==> images/met2.png <==
Cells faint in the background.
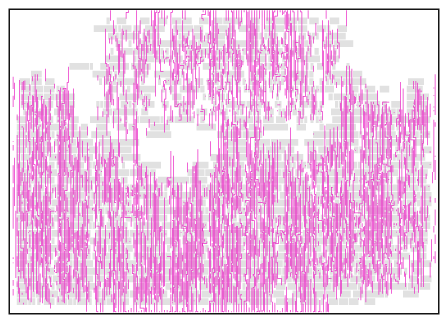
==> images/met3.png <==
Bar = 50 um. Cells faint in the background.
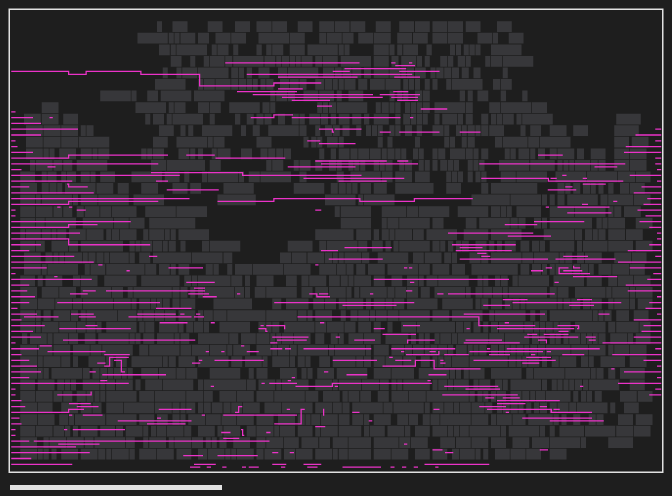
==> images/metal_stack.png <==
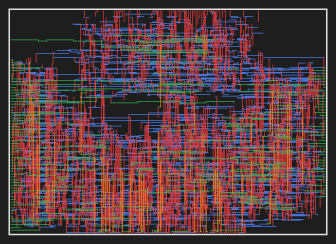
==> images/final_congestion.png <==
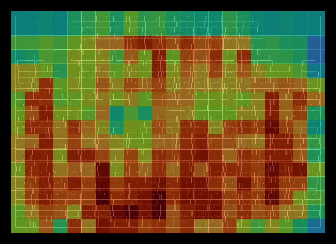
==> images/clock_map.png <==
Bar = 50 um.
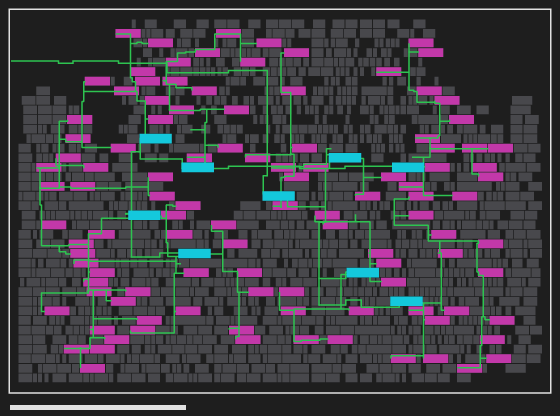
$ cat src/rtl/ma_mem_unit_pkg.sv
// Shared pipeline types and stage indices, plus memory-stage FSM states,
// RV32 funct3 access codes and access-size helpers.
`ifndef MA_MEM_UNIT_PKG_SV
`define MA_MEM_UNIT_PKG_SV

`define PC    0
`define IF_ID 1
`define ID_EX 2
`define EX_MA 3

package ma_mem_unit_pkg;

  typedef struct packed {
    logic stall;
    logic flush;
  } PipeControl;

  typedef struct packed {
    logic       stall_req;
    logic [3:0] flush_req;
  } PipeRequest;

  typedef enum logic [1:0] {IDLE, REQ, WAIT, DONE} MemState;

  typedef enum logic [1:0] {SZ_B, SZ_H, SZ_W} AccSize;

  localparam logic [2:0] F3_B  = 3'b000;
  localparam logic [2:0] F3_H  = 3'b001;
  localparam logic [2:0] F3_W  = 3'b010;
  localparam logic [2:0] F3_BU = 3'b100;
  localparam logic [2:0] F3_HU = 3'b101;

  // Reserved funct3 codes fall through to word accesses.
  function automatic AccSize acc_size(input logic [2:0] f3);
    case (f3)
      F3_B, F3_BU: return SZ_B;
      F3_H, F3_HU: return SZ_H;
      default:     return SZ_W;
    endcase
  endfunction

  function automatic logic misaligned(input logic [2:0] f3, input logic [1:0] offset);
    case (acc_size(f3))
      SZ_H:    return offset[0];
      SZ_W:    return offset != 2'b00;
      default: return 1'b0;
    endcase
  endfunction

endpackage

`endif

$ cat src/rtl/ma_mem_unit_align.sv
// Byte-lane shaping: store strobe/data replication and load lane select with
// sign or zero extension. Purely combinational.
module mem_align
  import ma_mem_unit_pkg::*;
#(
  parameter int unsigned XLEN = 32
) (
  input  logic [2:0]      st_funct3,
  input  logic [1:0]      st_offset,
  input  logic [XLEN-1:0] st_data,
  output logic [3:0]      st_strb,
  output logic [XLEN-1:0] st_wdata,
  input  logic [2:0]      ld_funct3,
  input  logic [1:0]      ld_offset,
  input  logic [XLEN-1:0] ld_word,
  output logic [XLEN-1:0] ld_data
);

  logic [XLEN-1:0] shifted;
  assign shifted = ld_word >> {ld_offset, 3'b000};

  always_comb begin
    st_strb  = 4'b1111;
    st_wdata = st_data;
    case (acc_size(st_funct3))
      SZ_B: begin
        st_strb  = 4'b0001 << st_offset;
        st_wdata = {(XLEN/8){st_data[7:0]}};
      end
      SZ_H: begin
        st_strb  = 4'b0011 << st_offset;
        st_wdata = {(XLEN/16){st_data[15:0]}};
      end
      default: ;
    endcase
  end

  always_comb begin
    ld_data = shifted;
    case (ld_funct3)
      F3_B:    ld_data = {{(XLEN-8){shifted[7]}}, shifted[7:0]};
      F3_BU:   ld_data = {{(XLEN-8){1'b0}}, shifted[7:0]};
      F3_H:    ld_data = {{(XLEN-16){shifted[15]}}, shifted[15:0]};
      F3_HU:   ld_data = {{(XLEN-16){1'b0}}, shifted[15:0]};
      default: ;
    endcase
  end

endmodule

$ cat src/rtl/ma_mem_unit.sv
// Memory-access stage requester: runs one load/store over a valid/ready bus,
// stalls the pipe while it is outstanding and flushes on misaligned accesses.
module ma_mem_unit
  import ma_mem_unit_pkg::*;
#(
  parameter int unsigned XLEN = 32
) (
  input  logic            clk,
  input  logic            rst,
  input  PipeControl      ex_ma_ctrl,
  input  logic            op_valid,
  input  logic            op_load,
  input  logic            op_store,
  input  logic [2:0]      op_funct3,
  input  logic [XLEN-1:0] op_addr,
  input  logic [XLEN-1:0] op_wdata,
  output logic            bus_req_valid,
  input  logic            bus_req_ready,
  output logic [XLEN-1:0] bus_addr,
  output logic            bus_we,
  output logic [3:0]      bus_wstrb,
  output logic [XLEN-1:0] bus_wdata,
  input  logic            bus_resp_valid,
  input  logic [XLEN-1:0] bus_rdata,
  output PipeRequest      ma_req,
  output logic            ld_valid,
  output logic [XLEN-1:0] ld_data,
  output logic            fault,
  output logic [XLEN-1:0] fault_addr
);

  MemState         state_q, state_d;
  logic            abort_q, abort_d;
  logic [XLEN-1:0] addr_q, wdata_q, ld_data_q;
  logic [3:0]      wstrb_q;
  logic [2:0]      funct3_q;
  logic            we_q, load_q;

  logic            mem_op, mis, accept;
  logic [3:0]      st_strb;
  logic [XLEN-1:0] st_wdata, ld_ext;
  logic            unused_stall;

  // EX/MA stall is handled by the pipe itself; only flush matters here.
  assign unused_stall = ex_ma_ctrl.stall;

  assign mem_op = op_valid && (op_load || op_store);
  assign mis    = mem_op && misaligned(op_funct3, op_addr[1:0]);
  assign accept = (state_q == IDLE) && mem_op && !mis;

  mem_align #(.XLEN(XLEN)) u_align (
    .st_funct3 (op_funct3),
    .st_offset (op_addr[1:0]),
    .st_data   (op_wdata),
    .st_strb   (st_strb),
    .st_wdata  (st_wdata),
    .ld_funct3 (funct3_q),
    .ld_offset (addr_q[1:0]),
    .ld_word   (bus_rdata),
    .ld_data   (ld_ext)
  );

  always_comb begin
    state_d       = state_q;
    abort_d       = abort_q;
    bus_req_valid = 1'b0;
    bus_addr      = '0;
    bus_we        = 1'b0;
    bus_wstrb     = '0;
    bus_wdata     = '0;
    ma_req        = '0;
    ld_valid      = 1'b0;
    fault         = 1'b0;
    fault_addr    = '0;

    // Outside IDLE the bus fields replay the values captured at accept.
    if (state_q != IDLE) begin
      bus_addr  = {addr_q[XLEN-1:2], 2'b00};
      bus_we    = we_q;
      bus_wstrb = wstrb_q;
      bus_wdata = wdata_q;
    end

    unique case (state_q)
      IDLE: begin
        abort_d = 1'b0;
        if (mis) begin
          fault                    = 1'b1;
          fault_addr               = op_addr;
          ma_req.flush_req[`PC]    = 1'b1;
          ma_req.flush_req[`IF_ID] = 1'b1;
          ma_req.flush_req[`ID_EX] = 1'b1;
          ma_req.flush_req[`EX_MA] = 1'b1;
        end else if (mem_op) begin
          bus_req_valid    = 1'b1;
          ma_req.stall_req = 1'b1;
          bus_addr         = {op_addr[XLEN-1:2], 2'b00};
          bus_we           = op_store;
          bus_wstrb        = op_store ? st_strb : 4'b0000;
          bus_wdata        = op_store ? st_wdata : '0;
          state_d          = bus_req_ready ? WAIT : REQ;
        end
      end
      REQ: begin
        bus_req_valid    = 1'b1;
        ma_req.stall_req = 1'b1;
        if (ex_ma_ctrl.flush) abort_d = 1'b1;
        if (bus_req_ready) state_d = WAIT;
      end
      WAIT: begin
        ma_req.stall_req = 1'b1;
        if (ex_ma_ctrl.flush) abort_d = 1'b1;
        if (bus_resp_valid) state_d = DONE;
      end
      DONE: begin
        ld_valid = load_q && !abort_q;
        abort_d  = 1'b0;
        state_d  = IDLE;
      end
    endcase
  end

  assign ld_data = ld_data_q;

  always_ff @(posedge clk) begin
    if (rst) begin
      state_q   <= IDLE;
      abort_q   <= 1'b0;
      addr_q    <= '0;
      wdata_q   <= '0;
      wstrb_q   <= '0;
      funct3_q  <= '0;
      we_q      <= 1'b0;
      load_q    <= 1'b0;
      ld_data_q <= '0;
    end else begin
      state_q <= state_d;
      abort_q <= abort_d;
      if (accept) begin
        addr_q   <= op_addr;
        wdata_q  <= bus_wdata;
        wstrb_q  <= bus_wstrb;
        funct3_q <= op_funct3;
        we_q     <= op_store;
        load_q   <= op_load;
      end
      if (state_q == WAIT && bus_resp_valid && load_q) ld_data_q <= ld_ext;
    end
  end

endmodule

$ cat config.mk
export PLATFORM = sky130hd
export DESIGN_NAME = ma_mem_unit
export DESIGN_NICKNAME = d
export VERILOG_FILES = /design/src/rtl/ma_mem_unit_pkg.sv /design/src/rtl/ma_mem_unit_align.sv /design/src/rtl/ma_mem_unit.sv
export SDC_FILE = /design/constraint.sdc
export NUM_CORES = 1
export LEC_CHECK = 0
export ABC_AREA = 1
export CORE_ASPECT_RATIO = 0.7
export CORE_MARGIN = 2
export CORE_UTILIZATION = 40
export CTS_CLUSTER_SIZE = 25
export DETAILED_ROUTE_END_ITERATION = 7
export HOLD_SLACK_MARGIN = 0.02
export PLACE_DENSITY = 0.88
export SYNTH_ARGS = -nofsm -noshare
export SYNTH_HDL_FRONTEND = slang
export SYNTH_SLANG_ARGS = --single-unit
$ cat constraint.sdc
create_clock -name clk -period 1.8 [get_ports clk]
set_input_delay 0.27 -clock clk [delete_from_list [all_inputs] [get_ports clk]]
set_output_delay 0.27 -clock clk [all_outputs]
set_load 0.02 [all_outputs]
==> impl_metrics.env <==
# flow metrics
export IMPL_holdPathEnd="load_q$_SDFFE_PP0P_"
export IMPL_edf_count=0
export IMPL_final_cells=1537
export IMPL_worstSetupPathType="flop to primary output"
export IMPL_netlist_area_um2=6260
export IMPL_aoi_share_pct=19.5
export IMPL_ys_types=30
export IMPL_grt_pass1_wl_um=38200
export IMPL_clk_path_buf_depth=2
export IMPL_post_route_period_util_pct=116
export IMPL_ys_chip_area_um2=6260
export IMPL_synth_seq_share_pct=34.6
export IMPL_p_leak_nw=5.59
export IMPL_ys_sh_xor_pct=0
export IMPL_total_power_w=0.0122
export IMPL_cpPeakStageDelay_ns=0.34
export IMPL_first_pass_iters=6
export IMPL_setup_ws_ns=-0.284
export IMPL_startpoint="state_q[0]$_SDFFE_PP0P_"
export IMPL_seq_power_share_pct=23.4
export IMPL_yosys_top_cells_count="307 x nand2_1, 116 x o21ai_0, 115 x inv_1"
export IMPL_arrival_ns=1.81
export IMPL_n_antenna_cell=0
export IMPL_rsz0062_at_grt="true"
export IMPL_dieWidth_um=153
export IMPL_numSynthFlops=108
export IMPL_synthCells=1013
export IMPL_reg2reg_depth=11
export IMPL_top_cells_by_area="dfxtp_1 35%, nand2_1 18%, o21ai_0 9.3%"
export IMPL_cp_endpoint="bus_wdata[27]"
export IMPL_final_hold_viol_count=0
export IMPL_setup_viol=109
export IMPL_share_comb_of_total_power_pct=56.8
export IMPL_adder_share_pct=0.800
export IMPL_critical_path_max_fanout=6
export IMPL_max_freq_mhz=480
export IMPL_skew_ns=0.0140
export IMPL_holdBufCountCts=0
export IMPL_fp_util_pct=40.6
export IMPL_fin_setup_tns_ns=-23.07
export IMPL_violations="negative setup slack"
export IMPL_fin_area_um2=11500
export IMPL_maxCapViolCount=0
export IMPL_clock_latency_ns=0.36
export IMPL_required_ns=1.53
export IMPL_largest_area_cell="dfxtp_1"
export IMPL_crit_family="simple AND/OR/NAND/NOR gates"
export IMPL_syn_to_final_growth_pct=84.1
export IMPL_coreArea_um2=15400
export IMPL_run_status="finished with violations"
export IMPL_grt_pass1_vias=7497
export IMPL_placed_cell_area_um2=9590
export IMPL_min_path_type="primary input to flop"
export IMPL_power_internal_w=0.00717
export IMPL_cts_num_sinks=108
export IMPL_nets=1444
export IMPL_critPathSlowestCell="dfxtp_2"
export IMPL_ant_nets=0
export IMPL_grt_overflow_total=0
export IMPL_chipArea_um2=16700
export IMPL_r2r_setup_slack_ns=-0.14
export IMPL_async_flop_share_pct=0
export IMPL_drcViolationCount=0
export IMPL_cp_cell_sequence="inv_2 > ha_4 > buf_6 > clkinv_8 > nor2_2 > nand2_1 > nor2_2 > nand2_2 > nand2_2 > buf_6"
export IMPL_hold_depth=4
export IMPL_synthMuxAreaShare_pct=0
export IMPL_wl_um=29600
export IMPL_routabilityCongestion=0.907
export IMPL_grt_max_degree=71
export IMPL_slew_violations=0
About met2.png:
share of all routed wire	47%
wire length on this layer	14,000 um
longest straight run	47.1 um
main direction	vertical
via total after detailed routing: 8,449
M2 GR Usage: 47.0%

About met3.png:
nets with wire on the layer	274
wire length on this layer	2,970 um
share of all routed wire	10%
longest straight run	55.2 um

About metal_stack.png:
layer	colour	wire length
met1	blue	11,000 um
met4	orange	1,570 um
met2	red	14,000 um
met3	green	2,970 um

About final_congestion.png:
grt met3 use: 7.15%
Tot GR Track Use: 28.4%
fin util: 74.8%
wire per inst: 19.2 um

About clock_map.png:
[clock wires] green | length: 1,450 um
[cells driving clock nets] cyan | count: 9
[flip-flops] magenta | count: 108
routed clock nets	10

-- layer usage --
| layer | vias up | track usage [%] | routed length (um) |
|---|---|---|---|
| met5 | - | 0 | 0 |
| met4 | 0 | 9.90 | 1570 |
| met3 | 138 | 7.15 | 2970 |
| met2 | 568 | 47.0 | 14000 |
| met1 | 3921 | 36.4 | 11000 |
| li1 | 3822 | - | - |
-- power by group through the flow --
stage	Sequential, W	Combinational, W	Clock [W]
2_1_floorplan	0.00285	0.00260	0
3_3_place_gp	0.00284	0.00476	0
3_5_place_dp	0.00285	0.00484	0
4_1_cts	0.00280	0.00566	0.00241
5_1_grt	0.00288	0.00726	0.00252
6_report	0.00286	0.00693	0.00242
-- layout by cell type, fill, tap and decap left out, types with 5 or more instances in the layout --
master / Yosys / final
inv_1: 115 / 110
o21ai_4: 0 / 23
nand2_2: 12 / 63
buf_4: 7 / 96
nand2_4: 0 / 31
nand3_1: 52 / 50
inv_2: 4 / 7
nor2_4: 1 / 33
o21ai_0: 116 / 82
buf_16: 0 / 5
clkdlybuf4s50_1: 0 / 131
o21a_1: 25 / 25
clkbuf_16: 0 / 13
a21oi_1: 57 / 54
o211ai_1: 10 / 10
o21ai_1: 2 / 7
buf_12: 1 / 17
a31oi_1: 8 / 8
buf_8: 2 / 9
o21ai_2: 0 / 6
nor2_1: 102 / 65
nor2_2: 1 / 6
nand2_1: 307 / 224
buf_6: 4 / 108
dfxtp_1: 108 / 106
-- final cells by class --
type                       count  area, um2
sequential                   108       2160
clock buffer                   9        225
timing repair buffer         378       4020
fill                        1003       3880
clock inverter                 7        130
multi-input combinational    715       4250
inverter                     120        483
tap                          200        250
-- repair_timing --
item                                    4_1_cts  5_1_grt
cloned                                        6        4
setup buffers                                14       15
endpoints found under the setup margin      164      153
pin swaps                                    21       31
gates resized                               718      233
No activity file was given, so power comes from the tool's default toggle rates.
